`config.mk`:
```
export PLATFORM = sky130hd
export DESIGN_NAME = fetch_unit
export DESIGN_NICKNAME = d
export VERILOG_FILES = /design/src/rtl/fetch_unit.sv
export SDC_FILE = /design/constraint.sdc
export NUM_CORES = 1
export LEC_CHECK = 0
export CAP_MARGIN = 20
export CORE_MARGIN = 2
export CORE_UTILIZATION = 35
export CTS_BUF_LIST = sky130_fd_sc_hd__clkbuf_8
export CTS_CLUSTER_DIAMETER = 80
export DETAILED_ROUTE_END_ITERATION = 7
export HOLD_SLACK_MARGIN = 0.03
export PLACE_DENSITY = 0.56
export SETUP_SLACK_MARGIN = 0.05
export SLEW_MARGIN = 20
export SYNTH_ARGS = -nofsm -noshare
export SYNTH_HDL_FRONTEND = slang
export SYNTH_SLANG_ARGS = --single-unit
```
`constraint.sdc`:
```
create_clock -name clk -period 16.54 [get_ports clk]
set_input_delay 3.308 -clock clk [delete_from_list [all_inputs] [get_ports clk]]
set_output_delay 3.308 -clock clk [all_outputs]
set_load 0.02 [all_outputs]
```
`src/rtl/fetch_unit.sv`:
```
// fetch_unit: owns the PC, keeps one word read in flight and buffers returned words for decode. Optional FETCH_ALIGN_CHECK_EN.
// Latency: request accept -> instr_valid = memory latency + 1 cycle; one instruction per cycle with 1-cycle memory.
// Backpressure: instr_ready low fills the buffer; a new request is issued only if its word is sure to fit.

module fetch_fifo #(
    parameter int WIDTH = 64,
    parameter int DEPTH = 2
) (
    input  logic                     clk,
    input  logic                     reset,
    input  logic                     flush,
    input  logic                     wr_vld,
    input  logic [WIDTH-1:0]         wr_dat,
    input  logic                     rd_rdy,
    output logic                     rd_vld,
    output logic [WIDTH-1:0]         rd_dat,
    output logic [$clog2(DEPTH):0]   count
);
    localparam int AW = $clog2(DEPTH);

    logic [WIDTH-1:0] mem [DEPTH];
    logic [AW-1:0]    wr_ptr;
    logic [AW-1:0]    rd_ptr;
    logic             do_pop;

    assign rd_vld = (count != '0);
    assign do_pop = rd_rdy & rd_vld;
    assign rd_dat = mem[rd_ptr];

    always_ff @(posedge clk) begin
        if (wr_vld && !flush) begin
            mem[wr_ptr] <= wr_dat;
        end
    end

    // Flush takes priority over a same-cycle push or pop.
    always_ff @(posedge clk) begin
        if (reset || flush) begin
            wr_ptr <= '0;
            rd_ptr <= '0;
            count  <= '0;
        end else begin
            if (wr_vld) begin
                wr_ptr <= wr_ptr + 1'b1;
            end
            if (do_pop) begin
                rd_ptr <= rd_ptr + 1'b1;
            end
            count <= count + {{AW{1'b0}}, wr_vld} - {{AW{1'b0}}, do_pop};
        end
    end
endmodule

module fetch_unit #(
    parameter int                      ADDRESS_SIZE = 32,
    parameter logic [ADDRESS_SIZE-1:0] RESET_PC     = 32'h0000_0000,
    parameter int                      FIFO_DEPTH   = 2,
    parameter logic [ADDRESS_SIZE-1:0] NOP_INSTR    = 32'h0000_0001
) (
    input  logic                    clk,
    input  logic                    reset,
    output logic                    mem_req_valid,
    input  logic                    mem_req_ready,
    output logic [ADDRESS_SIZE-1:0] mem_req_addr,
    input  logic                    mem_resp_valid,
    input  logic [ADDRESS_SIZE-1:0] mem_resp_data,
    output logic                    instr_valid,
    input  logic                    instr_ready,
    output logic [ADDRESS_SIZE-1:0] instruction,
    output logic [ADDRESS_SIZE-1:0] instr_pc,
    input  logic                    redirect_valid,
    input  logic [ADDRESS_SIZE-1:0] redirect_pc,
    output logic                    fetch_misaligned
);
    localparam int CW = $clog2(FIFO_DEPTH) + 1;

    typedef struct packed {
        logic [ADDRESS_SIZE-1:0] pc;
        logic [ADDRESS_SIZE-1:0] dat;
    } entry_t;

    logic [ADDRESS_SIZE-1:0] pc;
    logic [ADDRESS_SIZE-1:0] tag_pc;
    logic                    outstanding;
    logic                    drop;
    logic                    halted;
    logic                    misaligned_q;

    logic                    resp_take;
    logic                    push;
    logic                    pop;
    logic                    accept;
    logic [CW-1:0]           count;
    logic [CW:0]             occ_next;
    logic                    buf_vld;
    entry_t                  push_dat;
    entry_t                  head;
    logic                    redir_bad;
    logic [ADDRESS_SIZE-1:0] redir_target;

`ifdef FETCH_ALIGN_CHECK_EN
    assign redir_bad    = (redirect_pc[1:0] != 2'b00);
    assign redir_target = redirect_pc;
`else
    assign redir_bad    = 1'b0;
    assign redir_target = redirect_pc & ~ADDRESS_SIZE'(3);
`endif

    // A response with nothing outstanding is a protocol error and is ignored.
    assign resp_take = mem_resp_valid & outstanding;
    assign push      = resp_take & ~drop & ~redirect_valid;
    assign pop       = buf_vld & instr_ready & ~redirect_valid;
    assign occ_next  = {1'b0, count} + {{CW{1'b0}}, push} - {{CW{1'b0}}, pop};

    assign mem_req_valid = ~reset & ~halted & ~redirect_valid
                         & (~outstanding | mem_resp_valid)
                         & (occ_next < (CW+1)'(FIFO_DEPTH));
    assign mem_req_addr  = pc;
    assign accept        = mem_req_valid & mem_req_ready;

    assign push_dat = '{pc: tag_pc, dat: mem_resp_data};

    fetch_fifo #(
        .WIDTH ($bits(entry_t)),
        .DEPTH (FIFO_DEPTH)
    ) u_buf (
        .clk    (clk),
        .reset  (reset),
        .flush  (redirect_valid),
        .wr_vld (push),
        .wr_dat (push_dat),
        .rd_rdy (instr_ready & ~redirect_valid),
        .rd_vld (buf_vld),
        .rd_dat (head),
        .count  (count)
    );

    assign instr_valid      = buf_vld;
    assign instruction      = buf_vld ? head.dat : NOP_INSTR;
    assign instr_pc         = buf_vld ? head.pc : '0;
    assign fetch_misaligned = misaligned_q;

    always_ff @(posedge clk) begin
        if (reset) begin
            pc           <= RESET_PC;
            tag_pc       <= '0;
            outstanding  <= 1'b0;
            drop         <= 1'b0;
            halted       <= 1'b0;
            misaligned_q <= 1'b0;
        end else begin
            if (accept) begin
                outstanding <= 1'b1;
                tag_pc      <= pc;
                pc          <= pc + ADDRESS_SIZE'(4);
            end else if (resp_take) begin
                outstanding <= 1'b0;
            end
            if (resp_take && drop) begin
                drop <= 1'b0;
            end
            // Redirect never coincides with accept; an unreturned read is marked for discard.
            if (redirect_valid) begin
                pc           <= redir_target;
                halted       <= redir_bad;
                misaligned_q <= redir_bad;
                if (outstanding && !mem_resp_valid) begin
                    drop <= 1'b1;
                end
            end
        end
    end
endmodule

```
Fig. 1: run 1, the metal 3 layer
Scale bar: 50 um.
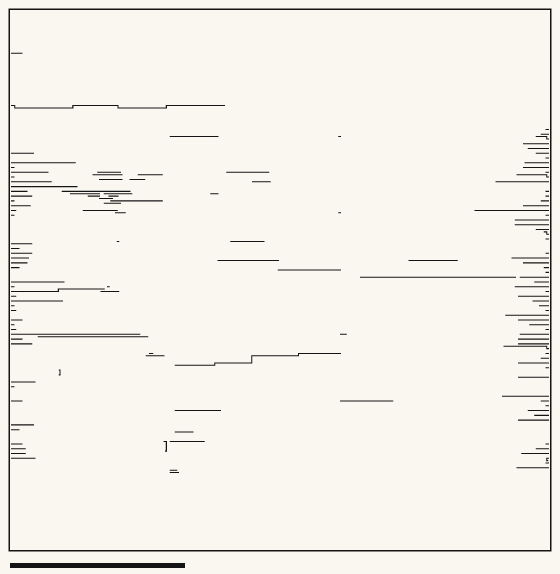
longest straight run: 44.2 um
nets with wire on the layer: 130
share of all routed wire: 5.4%
main direction: horizontal
met3 routing resource usage after global routing: 3.30%
total wirelength of the detailed-routed design: 19.1 mm
count of vias placed by the detailed router: 5512

Fig. 2: run 1, cell area per tile
The die is cut into 15 by 15 equal tiles; black is low, pale yellow is high, 0 to 100% covered.
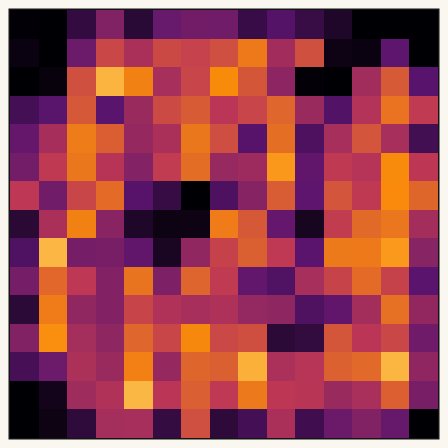
nearly empty tiles: 6.7%
fullest tile: 84%
mean over tiles: 41%
emptiest ninth of the die: top right
tiles over 75% full: 3.6%
final standard cell utilization of the core: 45.9%
FP Util: 35.9%
Floorplan Core Area: 0.0220 mm2

Fig. 3: run 1, placed standard cells
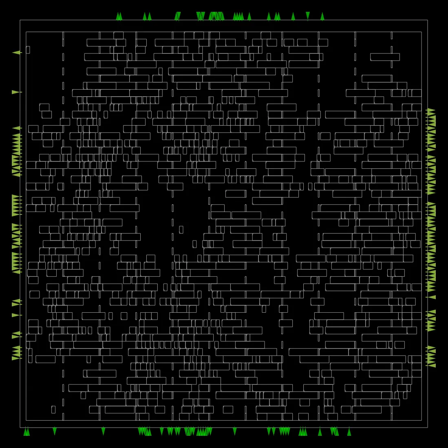
flop count: 191
Seq/total area: 50.3%
row count: 54
non-filler cells in the finished layout: 1115

-- run 1: where the power goes --
group,internal (mW),total [mW],switching [mW]
registers,0.511,0.520,0.00895
clock network,0.109,0.283,0.174
logic,0.0298,0.0604,0.0305
total,0.650,0.864,0.213
-- run 1: routing by layer --
metal / global-route usage [%] / wire [um] / up-vias
li1: - / - / 2700
met1: 22.0 / 8840 / 2618
met2: 26.6 / 9040 / 179
met3: 3.30 / 1040 / 15
met4: 4.63 / 190 / 0
met5: 0 / 0 / -
-- run 1: registers in the layout, indices dropped and copies added (netlist names), named ones only --
register,count
drop,1
mem_req_addr,30
outstanding,1
tag_pc,30
u_buf.count,2
u_buf.mem,124
u_buf.rd_ptr,1
u_buf.wr_ptr,1
==> results.txt, run 1 <==
Implementation results. The run finished with clean final reports. The number of setup buffers added after CTS is 0. The chip area line in the Yosys stat output reads around 0.008 mm2. The final timing report derives a shortest allowable period of between 9000 and 10000 ps. I/O pin count landed at 169. For hold timing, the worst endpoint is u_buf.mem[0][41]$_DFFE_PP_. In the layout the tool counted multi-input logic cells amounting to between 400 and 500. Count of library flops with an enable pin landed at roughly 120. For this design the ratio of total power to cell area is 85.7 mW/mm2. Worst slew margin relative to its limit landed at around 37%. Timing would allow up to about 100 MHz. Inserted tap cell count landed at around 280. Clock transition time at the flip-flop clock pins of the worst setup and hold paths landed at 100 ps. No sink is reached through more buffers than the 2 on the longest clock path. In this run the tools logged warnings totalling 28. Setup repair after global routing left no endpoint under its margin. The final antenna diode tally reported by the flow is 0. The design draws approximately 860 uW.

Total DRC errors in the routed layout landed at 0. Slew at the pin with the worst max-slew slack landed at around 950 ps. The finished cells cover 0.0101 mm2. The placement report lists the number of port buffers as 161.
--- run 2 (diff from run 1) ---
--- a/config.mk
+++ b/config.mk
@@ -12,7 +12,7 @@
 export CTS_CLUSTER_DIAMETER = 80
 export DETAILED_ROUTE_END_ITERATION = 7
 export HOLD_SLACK_MARGIN = 0.03
-export PLACE_DENSITY = 0.56
+export PLACE_DENSITY = 0.58
 export SETUP_SLACK_MARGIN = 0.05
 export SLEW_MARGIN = 20
 export SYNTH_ARGS = -nofsm -noshare
==> constraint.sdc (replaced) <==
create_clock -name clk -period 8.4 [get_ports clk]
set_input_delay 1.68 -clock clk [delete_from_list [all_inputs] [get_ports clk]]
set_output_delay 1.68 -clock clk [all_outputs]
set_load 0.02 [all_outputs]
Fig. 4: run 2, selected gate families
Scale bar: 50 um.
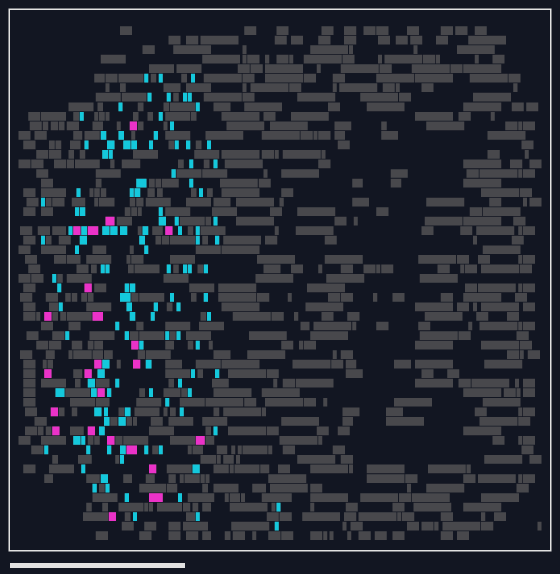
| colour | family | cells |
|---|---|---|
| cyan | nand cells | 125 |
| magenta | and/or cells | 23 |

==> run 2 against run 1 <==
  * Final cell count about the same
  * Setup slack got worse by 4600 ps
  * Core utilization about the same
  * Global-route usage decreased by 1.6 points
  * Final area about the same
  * Synthesized cell count unchanged
  * Total power increased by 99%
  * Largest cell class unchanged
  * Highest routed layer unchanged
==> results.txt, run 2 <==
Implementation results. The met1 track utilization from global routing came to 21.8% (-0.17 points). Looking at hold timing, the worst path starts from tag_pc[12]$_SDFFE_PP0P_. Number of buffers between clock root and the deepest sink landed at 2 (unchanged). In this build the clock could be raised as far as ~170 MHz. The I/O pin count came to 169 (unchanged).

Overall power after layout landed at 1.72 mW (+99%). Per the timing report, the most critical flop-to-flop path originates at u_buf.count[1]$_SDFF_PP0_. The core region area was 0.0220 mm2 (unchanged).

The flip-flop and latch share of the layout cell area is 50.2% (about the same). CTS placed an instance of clkbuf_8 at the clock tree root. Number of rows in the core area landed at 54 (unchanged). The reported clock group power is 583 uW (+110%). Count of library flops with an enable pin landed at 124 (unchanged).

The number of setup buffers added after CTS was 0 (unchanged). Time the worst path needs with I/O delays and setup landed at 5990 ps. Flip-flop count of the largest register, all copies and words added landed at 124 (unchanged). Internal power landed at 1.33 mW (+100%).

Ranked by flip-flop count, first place goes to u_buf.mem. Combinational cell fraction of total power landed at 6.7% (-0.3 points). Number of OpenROAD warnings landed at 28 (unchanged).

The cell area power density was 171 mW/mm2 (+99%). Worst slew margin relative to its limit landed at 39.6% (+2.9 points). The slew at the pin with the worst max-slew slack came to 899 ps (-48.1 ps). Number of diodes added for antenna fixing landed at 0 (unchanged). The sequential-cell power consumption was 1.02 mW (+96%). The number of multi-input combinational cells is 432 (unchanged). Part of the total power dissipated in the clock network landed at 33.8% (+1.0 points).

Setup repair after global routing left no endpoint under its margin. Power consumed by combinational cells landed at 115 uW (+90%). The switching component of the power came to 395 uW (+85%).

Floorplan-stage core utilization landed at 35.9% (unchanged). The flow ran to the end, and the final reports show no timing, DRC or antenna violations. The number of sequential cells was 191 (unchanged). Switching part of the total power landed at 22.9% (-1.8 points). The count of input and output buffers is 161 (unchanged). Adding up every negative setup slack in the final design gives 0 ps.

Number of non-filler instances in the completed layout landed at 1114 (-0.090%). Clock transition time at the flip-flop clock pins of the worst setup and hold paths landed at 90 ps (about the same). Area of the synthesized netlist per yosys stat landed at 0.00789 mm2 (unchanged). The sequential cell fraction of total power came to 59.5% (-0.7 points).
Fig. 5: run 2, the metal 3 layer
Scale bar: 50 um.
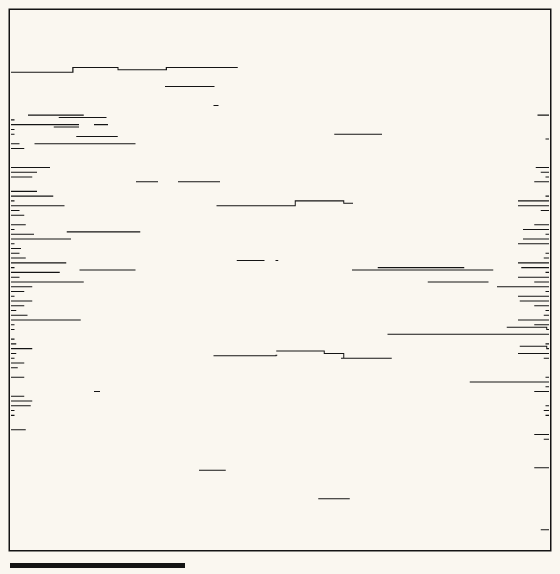
share of all routed wire: 5.5%
nets with wire on the layer: 113
wire length on this layer: 955 um
main direction: horizontal
longest straight run: 45.8 um
count of vias placed by the detailed router: 5443
met3 routing resource usage after global routing: 3.66%
total wirelength of the detailed-routed design: 17.4 mm

[run 2: cell counts after synthesis]
No cell type changed its count.
[run 2: routing by layer]
layer  vias to the layer above  part of all wire (%)
li1                       2689                     -
met1                      2597                    51
met2                       151                    43
met3                         6                   5.5
met4                         0                  0.53
met5                         -                     0
[run 2: path summary, 6_finish.rpt]
path,endpoint,slack [ps]
setup / recovery,mem_req_valid,2410
hold / removal,u_buf.mem[1][44]$_DFFE_PP_,460
setup reg to reg,mem_req_addr[26]$_SDFFE_PP0P_,4170
hold reg to reg,u_buf.mem[1][44]$_DFFE_PP_,460
[run 2: metrics by stage]
step | instance area (um2) | utilization [%]
final | 10100 | 45.9
after CTS | 10100 | 45.9
after detailed placement | 9710 | 44.2
after floorplan | 7910 | -
after global routing | 10100 | 45.9
after global placement | 9710 | 44.2
No activity file was given, so power comes from the tool's default toggle rates.
